$ cat config.mk
export PLATFORM = sky130hd
export DESIGN_NAME = diff_patch_decoder
export DESIGN_NICKNAME = d
export VERILOG_FILES = /design/src/rtl/diff_patch_decoder.sv
export SDC_FILE = /design/constraint.sdc
export NUM_CORES = 1
export LEC_CHECK = 0
export CORE_MARGIN = 5
export CORE_UTILIZATION = 48
export CTS_BUF_LIST = sky130_fd_sc_hd__clkbuf_4 sky130_fd_sc_hd__clkbuf_8 sky130_fd_sc_hd__clkbuf_16
export DETAILED_ROUTE_END_ITERATION = 10
export PLACE_DENSITY_LB_ADDON = 0.25
export SLEW_MARGIN = 20
export SYNTH_ARGS = -nofsm -noshare
export SYNTH_HDL_FRONTEND = slang
export SYNTH_SLANG_ARGS = --single-unit
export TNS_END_PERCENT = 5
$ cat constraint.sdc
create_clock -name clk -period 1.9 [get_ports clk]
set_input_delay 0.475 -clock clk [delete_from_list [all_inputs] [get_ports clk]]
set_output_delay 0.475 -clock clk [all_outputs]
set_load 0.05 [all_outputs]
$ cat src/rtl/diff_patch_decoder.sv
// diff_patch_decoder: rebuilds in2 from base (in1) and an
// ascending stream of differing-bit positions from the diff unit.
//
// Ports:
//   clk, rst        rising-edge clock, async active-low reset
//   start, equal    begin request (IDLE only); equal = no diffs
//   base            base word, captured on accepted start
//   idx_valid/idx/idx_last/idx_ready  position stream handshake
//   out, out_valid, out_ack           result, held until ack
//   cnt             number of bits flipped
//   err             sticky ordering error for this stream
//   busy            high in COLLECT and DONE
module diff_patch_decoder #(
   parameter int WIDTH = 32,
   parameter int IDXW  = 5
) (
   input  logic             clk,
   input  logic             rst,
   input  logic             start,
   input  logic             equal,
   input  logic [WIDTH-1:0] base,
   input  logic             idx_valid,
   input  logic [IDXW-1:0]  idx,
   input  logic             idx_last,
   output logic             idx_ready,
   output logic [WIDTH-1:0] out,
   output logic             out_valid,
   input  logic             out_ack,
   output logic [IDXW:0]    cnt,
   output logic             err,
   output logic             busy
);

   typedef enum logic [1:0] {
      S_IDLE,
      S_COLLECT,
      S_DONE
   } state_t;

   state_t           r_state, w_state_nx;
   logic [WIDTH-1:0] r_acc,   w_acc_nx;
   logic [WIDTH-1:0] r_out,   w_out_nx;
   logic [IDXW:0]    r_cnt,   w_cnt_nx;
   logic             r_err,   w_err_nx;
   logic [IDXW-1:0]  r_prev,  w_prev_nx;
   logic             r_first, w_first_nx;
   logic             r_ov,    w_ov_nx;
   logic             r_busy,  w_busy_nx;

   logic [WIDTH-1:0] w_mask;
   logic [WIDTH-1:0] w_acc_flip;
   logic             w_ok;

   assign w_mask     = {{(WIDTH-1){1'b0}}, 1'b1} << idx;
   assign w_acc_flip = r_acc ^ w_mask;
   // Strictly increasing order; a duplicate never toggles back.
   assign w_ok       = r_first | (idx > r_prev);

   always_comb begin
      w_state_nx = r_state;
      w_acc_nx   = r_acc;
      w_out_nx   = r_out;
      w_cnt_nx   = r_cnt;
      w_err_nx   = r_err;
      w_prev_nx  = r_prev;
      w_first_nx = r_first;
      w_ov_nx    = r_ov;
      w_busy_nx  = r_busy;
      case (r_state)
         S_IDLE: begin
            if (start) begin
               w_cnt_nx  = '0;
               w_err_nx  = 1'b0;
               w_busy_nx = 1'b1;
               if (equal) begin
                  w_out_nx   = base;
                  w_ov_nx    = 1'b1;
                  w_state_nx = S_DONE;
               end else begin
                  w_acc_nx   = base;
                  w_first_nx = 1'b1;
                  w_state_nx = S_COLLECT;
               end
            end
         end
         S_COLLECT: begin
            if (idx_valid) begin
               if (w_ok) begin
                  w_acc_nx   = w_acc_flip;
                  w_prev_nx  = idx;
                  w_cnt_nx   = r_cnt + 1'b1;
                  w_first_nx = 1'b0;
               end else begin
                  w_err_nx = 1'b1;
               end
               if (idx_last) begin
                  // Result includes the flip of this same beat.
                  w_out_nx   = w_ok ? w_acc_flip : r_acc;
                  w_ov_nx    = 1'b1;
                  w_state_nx = S_DONE;
               end
            end
         end
         S_DONE: begin
            if (out_ack) begin
               w_ov_nx    = 1'b0;
               w_busy_nx  = 1'b0;
               w_state_nx = S_IDLE;
            end
         end
         default: begin
            w_ov_nx    = 1'b0;
            w_busy_nx  = 1'b0;
            w_state_nx = S_IDLE;
         end
      endcase
   end

   always_ff @(posedge clk or negedge rst) begin
      if (!rst) begin
         r_state <= S_IDLE;
         r_acc   <= '0;
         r_out   <= '0;
         r_cnt   <= '0;
         r_err   <= 1'b0;
         r_prev  <= '0;
         r_first <= 1'b0;
         r_ov    <= 1'b0;
         r_busy  <= 1'b0;
      end else begin
         r_state <= w_state_nx;
         r_acc   <= w_acc_nx;
         r_out   <= w_out_nx;
         r_cnt   <= w_cnt_nx;
         r_err   <= w_err_nx;
         r_prev  <= w_prev_nx;
         r_first <= w_first_nx;
         r_ov    <= w_ov_nx;
         r_busy  <= w_busy_nx;
      end
   end

   assign idx_ready = (r_state == S_COLLECT);
   assign out       = r_out;
   assign out_valid = r_ov;
   assign cnt       = r_cnt;
   assign err       = r_err;
   assign busy      = r_busy;

endmodule

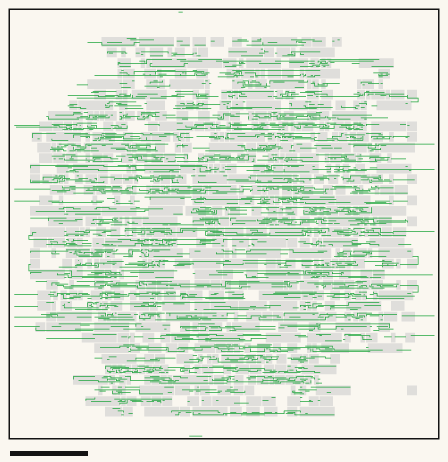
*Signal wires on met1, run 1*
Bar = 20 um.
nets with wire on the layer: 692
longest straight run: 38.2 um
main direction: horizontal
wire length on this layer: 6,230 um
share of all routed wire: 42%
count of vias placed by the detailed router: 4,962
global-route track usage on met1: 31.9%
total wire length after detailed routing: 15,000 um

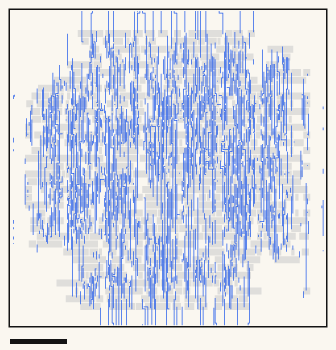
*The metal 2 layer, run 1*
Bar = 20 um.
main direction: vertical
longest straight run: 43.2 um
share of all routed wire: 50%
routing usage on met2: 41.1%

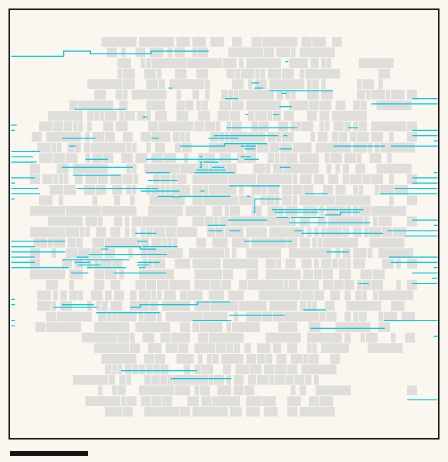
*Met3 routing, run 1*
Bar = 20 um.
longest straight run: 23.5 um
share of all routed wire: 7.0%
wire length on this layer: 1,060 um
main direction: horizontal
nets with wire on the layer: 102
met3 Use GR: 4.25%

## run 1: state kept, by name (all words and copies together), names as in the netlist
register and cells:
out 32, r_acc 32, cnt 6, r_prev 5, r_state 2, busy 1, err 1, out_valid 1
r_first 1
## run 1: cell families after synthesis
logic type	after synthesis	synth area share, %
muxes	5	1.14
and+or+nand+nor	174	15.4
buffers and inverters	84	7.37
DFF	81	42.0
AOI/OAI and AO/OA	192	26.5
xor gates and xnor gates	33	6.00
adders and majority gates	6	1.56
## run 1: timing repair
item | in CTS | in global routing
resized | 26 | 27
gates cloned | 0 | 3
pin swaps | 25 | 28
setup endpoints to repair | 76 | 77
setup buffers | 4 | 3
==> COMMIT_EDITMSG, run 1 <==
Log flow metrics for this revision

- Global routing consumed, over all layers together, 24.3% of the routing resources.
* Layout clock area frac: under 10%
- Switching power as a fraction of the total was reported as a little under half.
* H-Tree Depth: 3
- Number of fill cells in the layout: approximately 770
* Fin util: between 60% and 70%
- Measured along the x axis, the die boundary spans 110 um.
* Area delta synth->final: 41.1%
* Worst Path Class, Setup: reg2reg
- Wire segments on met2 add up to between 7000 and 8000 um in the final route.
- Internal power: ~5.7 mW
* Sum of negative setup slack: -5420 ps
- After global routing, the most crowded layer is met2.
- Reg2reg start: r_prev[4]
- DR WL met3: roughly 1100 um
- Vias in the first global route: 4,692
- In the CTS report, the clock slew at the register clock pins of the worst setup and hold paths is listed as 90 ps.
* Half-perimeter wire length after placement: 9780 um
* Logic inverters: around 42
- Clock skew on the completed layout was measured at roughly 12 ps.
* Final worst path period share: 109%
* Endpoint required time on the critical path: about 2200 ps
- P_sw: 4.99 mW
- Logic depth of the worst path, buffers included: 9
- Arrival time worst endpoint: around 2400 ps
- Summing all multi-input logic gate instances after layout gives 2620 um^2.
* Well-tap cell count: around 130
- For this design, the CTS-stage hold fixing added 0 buffers.
- Tally of buffers added on design ports: roughly 85
- The clock tree has to reach roughly 80 sinks.
* Top power group: combinational cells
- Clock root buffer: sky130_fd_sc_hd__clkbuf_8
- Per the post-place timing report, worst setup slack is -707 ps.
- In this run, power in flip-flops and latches comes to 2.95 mW.
- In the layout the commonest cells are sky130_fd_sc_hd__buf_4 (109), sky130_fd_sc_hd__nand2_1 (106), sky130_fd_sc_hd__dfrtp_1 (81).
- Per Yosys stat, the portion of area used by sequential elements is between 40 and 50%.
- The placed instances occupy a cell area of between 6000 and 7000 um^2.
* Capture point of the critical path: r_acc[26]
* Fin worst setup slack: -168 ps
* Run status: complete, but fails checks
* Total clock network power: between 1.5 and 2 mW
- Cell type contributing the most total cell area after synthesis: sky130_fd_sc_hd__dfrtp_1
- Setup slack on the worst reg-to-reg path comes out at -170 ps.
* DR DRC count: 0
- Buffer-and-inverter tally for the worst setup path: 3
- In this run the critical register-to-register path is captured at r_acc[26].
* Layout cell share with drive strength beyond 1: 26.8%
- Nets still carrying antenna violations after routing amount to 0.
- Logic gate share of total power: between 50% and 60%
- The highest supply drop recorded on VDD is approximately 1.1 mV.
- Final Slew Violations: 0
* Combinational Gates: around 410
* Leakage power of the design: 3.02 nW
- Number of detailed-route iterations in the first pass: 5
- Setup repair after global routing could not meet its margin everywhere.
- The checks that failed: setup timing.
- Seq Cell Count: around 81
- Die ar.: between 10,000 and 15,000 um^2
- The number of nets handed over by synthesis was around 630.
- Crit. End Element: register
- The layout report lists the combined flip-flop and latch area as 2030 um^2.
* Tool warning count: 29
- The worst setup path is launched from a register.
- On the critical path, the stage with the largest delay is an instance of sky130_fd_sc_hd__dfrtp_1.
- The synth_stat.txt file lists the number of cells as around 580.
* Wire length of the first global-routing pass: ~23,000 um
- Share of final layout cell area taken by non-clock buffers: 23.4%
- Cell Count, Final, Fillers Out: roughly 850
- Critical Path, Cell by Cell: inv_2, ha_4, nand4_1, buf_4, o21ai_4, o211a_4, clkbuf_16, o21ai_2, a21oi_1
- Height of the die: between 100 and 150 um
- Finished layout cell area: between 6000 and 7000 um^2
* Unique masters post-synth: approximately 48
* Fraction of synthesized cell area taken by the top area cell type: between 40 and 50%
* Top cells by area: sky130_fd_sc_hd__dfrtp_1 (42%), sky130_fd_sc_hd__nand2_1 (8.3%), sky130_fd_sc_hd__o221ai_1 (5.8%)
* Commonest Layout Cell: sky130_fd_sc_hd__buf_4
* Yosys synthesis warning count: 0
- In the final report, the number of endpoints failing setup comes to between 60 and 70.
* Headroom to the max-slew limit: between 60% and 70%
- In the final routed layout, each cell accounts on average for between 15 and 20 um.
- Per STA, the startpoint of the critical path is r_prev[4].
- Power Combinational: roughly 6.2 mW
* Overflow after GRT: 0
- By count the netlist is led by sky130_fd_sc_hd__nand2_1 (107), sky130_fd_sc_hd__dfrtp_1 (81), sky130_fd_sc_hd__inv_1 (40), sky130_fd_sc_hd__a21oi_1 (39), sky130_fd_sc_hd__nor2_1 (38).
- R2r worst-path depth: 9
- Chip Area, Yosys: 4820 um^2
==> run 2, diff against run 1 <==
CORE_UTILIZATION = 53   (was 48)
clock period = 2.1 ns   (was 1.9 ns; I/O delays follow)
==> COMMIT_EDITMSG, run 2 <==
Log flow metrics for this revision

* Run status: complete, but fails checks
- The final reports fail on setup timing.
- Seq Cell Count: 81 (unchanged)
- Clock Sinks: 81 (unchanged)
* Share of final layout cell area taken by non-clock buffers: 24.1% (+0.67 points)
* Height of the die: 105 um (-4.4%)
- The cell sitting at the root of the clock tree is a sky130_fd_sc_hd__clkbuf_8.
- H-Tree Depth: 3 (unchanged)
- Per the synthesis report, the dominant area consumer among library cells is sky130_fd_sc_hd__dfrtp_1.
* Final worst path period share: 100% (-8.7 points)
- Number of failing setup endpoints in the final timing report: 1 (-99%)
* Half-perimeter wire length after placement: 9660 um (-1.2%)
- Yosys stat cell total: 575 (unchanged)
- The number of optimization iterations in the first detailed-route pass came to 5 (unchanged).
- Fin worst setup slack: -1.99 ps (+166 ps)
- Power Combinational: 5.86 mW (-5.9%)
* Unique masters post-synth: 48 (unchanged)
- Combinational Gates: 410 (unchanged)
- Power of the sequential group: 2.66 mW (-9.8%)
- Setup repair after global routing missed its margin: true
- Routed length on met2: 7710 um (+3.7%)
- The number of setup buffers added after CTS was 7 (+3).
- The well-tap cell count is 108 (-19%).
- Among logic cells in the layout, the one with the most instances is sky130_fd_sc_hd__nand2_1.
- The final tally of max-slew violations is 0 (unchanged).
* Chip width: 105 um (-4.4%)
* Layout clock area frac: 3.15% (-0.36 points)
* Crit. End Element: register
* Cells resized by post-CTS repair: 36 (+38%)
* Source of the critical timing path: r_prev[4]
* Logic gate share of total power: 59.4% (+1.2 points)
- Post-detailed-route count of antenna-violating nets: 0 (unchanged)
- The switching power is 4.58 mW (-8.3%).
* Fin util: 78.8% (+9.2 points)
- The static leakage came to 3.01 nW (-0.22%).
- STA classifies the critical path startpoint as a register.
- The critical path buffer and inverter count was 5 (+2).
- Per the cell usage report, the commonest logic cells after layout are sky130_fd_sc_hd__nand2_1 (106), sky130_fd_sc_hd__dfrtp_1 (80), sky130_fd_sc_hd__buf_4 (69).
* Area delta synth->final: 44.0%
- Headroom to the max-slew limit: 65.4% (-3.0 points)
- Critical Path, Cell by Cell: inv_2, ha_4, nand4_1, buf_4, nor2_4, buf_6, o2111ai_4, buf_12, buf_12, o21ai_2, a21oi_2
- Number of fill cells in the layout: 556 (-27%)
- The number of global-route vias before repair is 5,058 (+7.8%).
- Tally of buffers added on design ports: 85 (unchanged)
* Endpoint required time on the critical path: 2350 ps (+170 ps)
* Cell Count, Final, Fillers Out: 816 (-4.4%)
- The area enclosed by the die boundary is 11,100 um^2 (-8.6%).
* Finished layout cell area: 6940 um^2 (+2.0%)
- The OpenROAD warning count was 28 (-3.4%).
- Crit path max-delay cell type: sky130_fd_sc_hd__dfrtp_1
- Overflow after GRT: 0 (unchanged)
==> run 2: cells by family after synthesis <==
| kind of cell | after synthesis | share of synthesized area (%) |
|---|---|---|
| multiplexers | 5 | 1.14 |
| buffers and inverters | 84 | 7.37 |
| flip-flops | 81 | 42.0 |
| XOR/XNOR | 33 | 6.00 |
| AND/OR/NAND/NOR | 174 | 15.4 |
| adder cells (fa/ha/maj) | 6 | 1.56 |
| AND-OR/OR-AND | 192 | 26.5 |
==> run 2: worst max-delay path by stage <==
stage                endpoint  slack [ps]  cells after the start
floorplan           r_prev[3]          40                      6
global placement    r_acc[19]        -450                      9
detailed placement  r_acc[11]        -510                     10
CTS                    out[6]         -10                     11
global route         r_acc[4]         -60                     10
finish              r_acc[17]          -2                     11
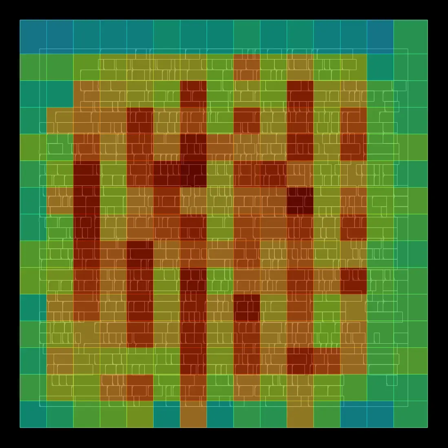
*Congestion heat map, run 2*
busiest layer in global routing: met2
met3 Use GR: 4.95%
global-route track usage on met1: 34.4%
detailed-route wire length per cell: 19.0 um
routing usage on met2: 45.8%

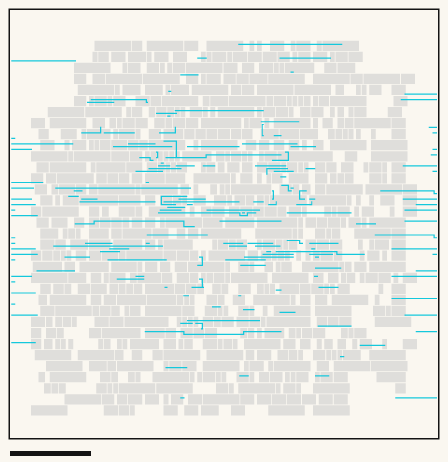
*Met3 routing, run 2*
Bar = 20 um.
share of all routed wire: 6.9%
nets with wire on the layer: 119
count of vias placed by the detailed router: 5,003
total wire length after detailed routing: 15,500 um

Power is estimated from default activity; no workload was simulated.
